File: src/rtl/uart_rx.sv
// UART receiver: start bit, DATA_BITS data bits LSB first, optional even parity, STOP_BITS stop bits.
// Define UART_RX_PARITY_EN to add the even-parity bit and parity_err reporting.
module uart_rx #(
  parameter int CLKS_PER_BIT = 16,
  parameter int DATA_BITS    = 8,
  parameter int STOP_BITS    = 2
) (
  input  logic                 clk,
  input  logic                 rst_n,
  input  logic                 rx,
  output logic [DATA_BITS-1:0] data_out,
  output logic                 data_valid,
  output logic                 frame_err,
  output logic                 parity_err,
  output logic                 busy
);

  localparam int CW = $clog2(CLKS_PER_BIT);
  localparam logic [CW-1:0] CNT_FULL  = CW'(CLKS_PER_BIT - 1);
  localparam logic [CW-1:0] CNT_HALF  = CW'(CLKS_PER_BIT / 2 - 1);
  localparam logic [3:0]    LAST_DATA = 4'(DATA_BITS - 1);
  localparam logic [3:0]    LAST_STOP = 4'(STOP_BITS - 1);

  typedef enum logic [2:0] {
    S_IDLE,
    S_START,
    S_DATA,
`ifdef UART_RX_PARITY_EN
    S_PAR,
`endif
    S_STOP,
    S_WAIT_HIGH
  } state_t;

  state_t                 r_state, w_state_nxt;
  logic                   r_sync1, r_rxs;
  logic [CW-1:0]          r_cnt, w_cnt_nxt;
  logic [3:0]             r_bit, w_bit_nxt;
  logic [DATA_BITS-1:0]   r_shift, w_shift_nxt;
  logic [DATA_BITS-1:0]   r_data, w_data_nxt;
  logic                   r_armed, w_armed_nxt;
  logic                   r_dv, w_dv_nxt;
  logic                   r_fe, w_fe_nxt;
  logic                   w_tick;
`ifdef UART_RX_PARITY_EN
  logic                   r_par, w_par_nxt;
  logic                   r_pe, w_pe_nxt;
  logic                   w_perr;

  assign w_perr     = ^{r_shift, r_par};
  assign parity_err = r_pe;
`else
  assign parity_err = 1'b0;
`endif

  assign w_tick     = (r_cnt == CNT_FULL);
  assign data_out   = r_data;
  assign data_valid = r_dv;
  assign frame_err  = r_fe;
  assign busy       = (r_state != S_IDLE);

  always_ff @(posedge clk or negedge rst_n) begin
    if (!rst_n) begin
      r_sync1 <= 1'b1;
      r_rxs   <= 1'b1;
      r_state <= S_IDLE;
      r_cnt   <= '0;
      r_bit   <= '0;
      r_shift <= '0;
      r_data  <= '0;
      r_armed <= 1'b0;
      r_dv    <= 1'b0;
      r_fe    <= 1'b0;
`ifdef UART_RX_PARITY_EN
      r_par   <= 1'b0;
      r_pe    <= 1'b0;
`endif
    end else begin
      r_sync1 <= rx;
      r_rxs   <= r_sync1;
      r_state <= w_state_nxt;
      r_cnt   <= w_cnt_nxt;
      r_bit   <= w_bit_nxt;
      r_shift <= w_shift_nxt;
      r_data  <= w_data_nxt;
      r_armed <= w_armed_nxt;
      r_dv    <= w_dv_nxt;
      r_fe    <= w_fe_nxt;
`ifdef UART_RX_PARITY_EN
      r_par   <= w_par_nxt;
      r_pe    <= w_pe_nxt;
`endif
    end
  end

  // Every sample point lands where the bit timer wraps, H or N cycles after the previous one.
  always_comb begin
    w_state_nxt = r_state;
    w_cnt_nxt   = r_cnt + CW'(1);
    w_bit_nxt   = r_bit;
    w_shift_nxt = r_shift;
    w_data_nxt  = r_data;
    w_armed_nxt = r_armed;
    w_dv_nxt    = 1'b0;
    w_fe_nxt    = 1'b0;
`ifdef UART_RX_PARITY_EN
    w_par_nxt   = r_par;
    w_pe_nxt    = 1'b0;
`endif
    case (r_state)
      S_IDLE: begin
        w_cnt_nxt = '0;
        w_bit_nxt = '0;
        if (r_rxs) begin
          w_armed_nxt = 1'b1;
        end else if (r_armed) begin
          w_state_nxt = S_START;
        end
      end
      S_START: begin
        if (r_cnt == CNT_HALF) begin
          w_cnt_nxt   = '0;
          w_state_nxt = r_rxs ? S_IDLE : S_DATA;
        end
      end
      S_DATA: begin
        if (w_tick) begin
          w_cnt_nxt   = '0;
          w_shift_nxt = {r_rxs, r_shift[DATA_BITS-1:1]};
          if (r_bit == LAST_DATA) begin
            w_bit_nxt   = '0;
`ifdef UART_RX_PARITY_EN
            w_state_nxt = S_PAR;
`else
            w_state_nxt = S_STOP;
`endif
          end else begin
            w_bit_nxt = r_bit + 4'd1;
          end
        end
      end
`ifdef UART_RX_PARITY_EN
      S_PAR: begin
        if (w_tick) begin
          w_cnt_nxt   = '0;
          w_par_nxt   = r_rxs;
          w_state_nxt = S_STOP;
        end
      end
`endif
      S_STOP: begin
        if (w_tick) begin
          w_cnt_nxt = '0;
          if (!r_rxs) begin
            // Disarm so a held-low line (break) cannot be mistaken for a new start bit.
            w_fe_nxt    = 1'b1;
            w_armed_nxt = 1'b0;
            w_state_nxt = S_WAIT_HIGH;
`ifdef UART_RX_PARITY_EN
            w_pe_nxt    = w_perr;
`endif
          end else if (r_bit == LAST_STOP) begin
            w_bit_nxt   = '0;
            w_armed_nxt = 1'b1;
            w_state_nxt = S_IDLE;
`ifdef UART_RX_PARITY_EN
            if (w_perr) begin
              w_pe_nxt = 1'b1;
            end else begin
              w_dv_nxt   = 1'b1;
              w_data_nxt = r_shift;
            end
`else
            w_dv_nxt   = 1'b1;
            w_data_nxt = r_shift;
`endif
          end else begin
            w_bit_nxt = r_bit + 4'd1;
          end
        end
      end
      S_WAIT_HIGH: begin
        w_cnt_nxt = '0;
        if (r_rxs) begin
          w_armed_nxt = 1'b1;
          w_state_nxt = S_IDLE;
        end
      end
      default: begin
        w_state_nxt = S_IDLE;
      end
    endcase
  end

endmodule

File: config.mk
export PLATFORM = sky130hd
export DESIGN_NAME = uart_rx
export DESIGN_NICKNAME = d
export VERILOG_FILES = /design/src/rtl/uart_rx.sv
export SDC_FILE = /design/constraint.sdc
export NUM_CORES = 1
export LEC_CHECK = 0
export ABC_CLOCK_PERIOD_IN_PS = 2500
export CORE_MARGIN = 5
export CORE_UTILIZATION = 45
export CTS_CLUSTER_SIZE = 40
export DETAILED_ROUTE_END_ITERATION = 16
export GPL_TIMING_DRIVEN = 0
export PLACE_DENSITY = 0.66
export SETUP_SLACK_MARGIN = 0.15
export SLEW_MARGIN = 20
export SYNTH_ARGS = -nofsm -noshare
export SYNTH_HDL_FRONTEND = slang
export SYNTH_SLANG_ARGS = --single-unit
File: constraint.sdc
create_clock -name clk -period 2.5 [get_ports clk]
set_clock_uncertainty 0.05 [all_clocks]
set_input_delay 0.5 -clock clk [delete_from_list [all_inputs] [get_ports clk]]
set_output_delay 0.5 -clock clk [all_outputs]
set_load 0.005 [all_outputs]
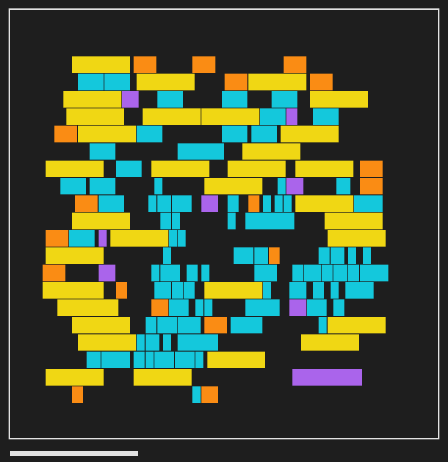
cell_classes.png
Bar = 20 um.
Key: purple = clock drivers and dummy loads [cells 8, share of their area 4.6%]; cyan = all other logic [cells 83, share of their area 38%]; yellow = flip-flops [cells 32, share of their area 48%]; orange = other buffers and delay cells [cells 18, share of their area 9.3%]
total number of placement rows: 20
Core Area: 3080 um2
sequential fraction of total cell area: 0.466
cell area after layout: 1720 um2

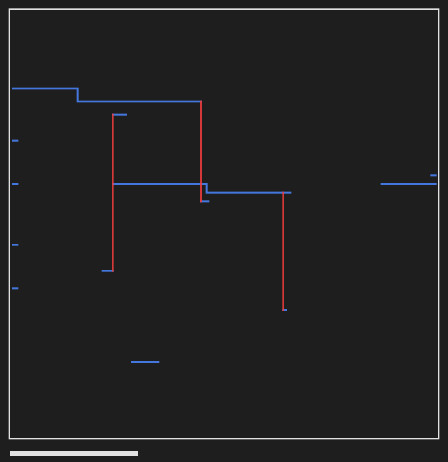
metal_stack.png
Bar = 20 um. Two of the layers only.
Key: red = met4 [wire length 58.5 um]; blue = met3 [wire length 81.8 um]
vias: 948
global routing usage summed across all routing layers: 0.138
total wirelength of the detailed-routed design: 2.52 mm
average detailed-routed wire length per instance: 13.6 um

==> results.txt <==
Results of the full flow below.

Power:
- The run puts the power per unit of standard cell area at 872 nW/um2.
- The run gives the total internal power as 992 uW.
- The run puts the share of total power consumed by net switching at 0.340.
- The run gives the overall power of the completed layout as 1500 uW.

Yosys:
- The run puts the number of different library cells in the post-synthesis netlist at 40.
- The run puts the fraction of synthesized area in multiplexers at 0.123.
- A synthesized cell averages 12.2 um2.
- The run puts the total nets after synthesis at 126.
- Looking at the cell usage after synthesis, the top flip-flop cell is sky130_fd_sc_hd__dfrtp_1.
- The run puts the sequential element share of the synthesized area at 0.549.

Critical path:
- The run gives the worst setup path category as flop to output pin.
- According to the timing report, the critical path is launched from r_state[0]$_DFFE_PN0P_.
- The run gives the required time at the endpoint of the critical path as 1.95 ns.
- The run puts the critical path's largest stage delay at 0.45 ns.
- According to the timing report, the critical path is captured at busy.

STA:
- The run gives the final hold violation count as 0.

Run:
- Across the run, the number of max-cap violations was 0.

CTS:
- The run puts the total of cells resized after clock tree synthesis at 0.
- TritonCTS built the clock tree.

Global route:
- The run puts the sum of overflow across all layers after global routing at 0.
- The initial antenna violation count was 0.
- The global routing stage identified its most utilized layer as met2.

Outcome:
- The run finished with clean final reports.

Placement:
- In the placement report, post-DP HPWL is listed as 1.80 mm.

Final layout:
- The run puts the count of fill cells added during filler insertion at 278.
- The repair_antennas step left the layout with diodes totalling 0.
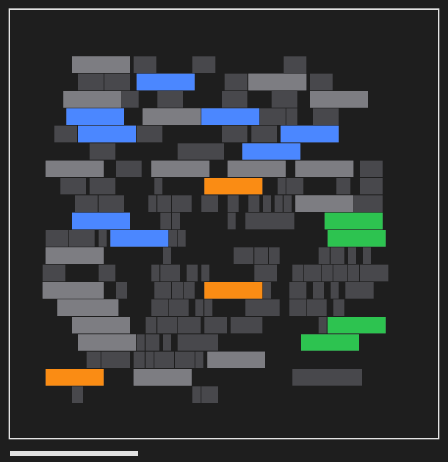
registers.png
Bar = 20 um.
Key: green = r_bit [placed flops 4]; orange = r_state [placed flops 3]; blue = r_shift [placed flops 8]
power in sequential cells: 673 uW
area taken by flip-flops and latches: 803 um2
utilization after layout: 0.560

[cell type report]
cell class	count	area (um2)	share of cell area
sequential	32	803	0.466
multi-input combinational	78	614	0.357
clock inverter	2	35.0	0.0203
buffer	5	30.0	0.0174
tap	44	55.1	0.0320
timing repair buffer	13	125	0.0726
inverter	5	18.8	0.0109
clock buffer	6	41.3	0.0240
[power by group through the flow]
| stage | combinational, uW | clock [uW] | sequential [uW] |
|---|---|---|---|
| floorplan | 347 | 0 | 665 |
| global placement | 424 | 0 | 678 |
| detailed placement | 447 | 0 | 682 |
| global route | 509 | 412 | 686 |
| CTS | 449 | 394 | 673 |
| finish | 451 | 379 | 673 |
Power and IR drop assume default switching activity.
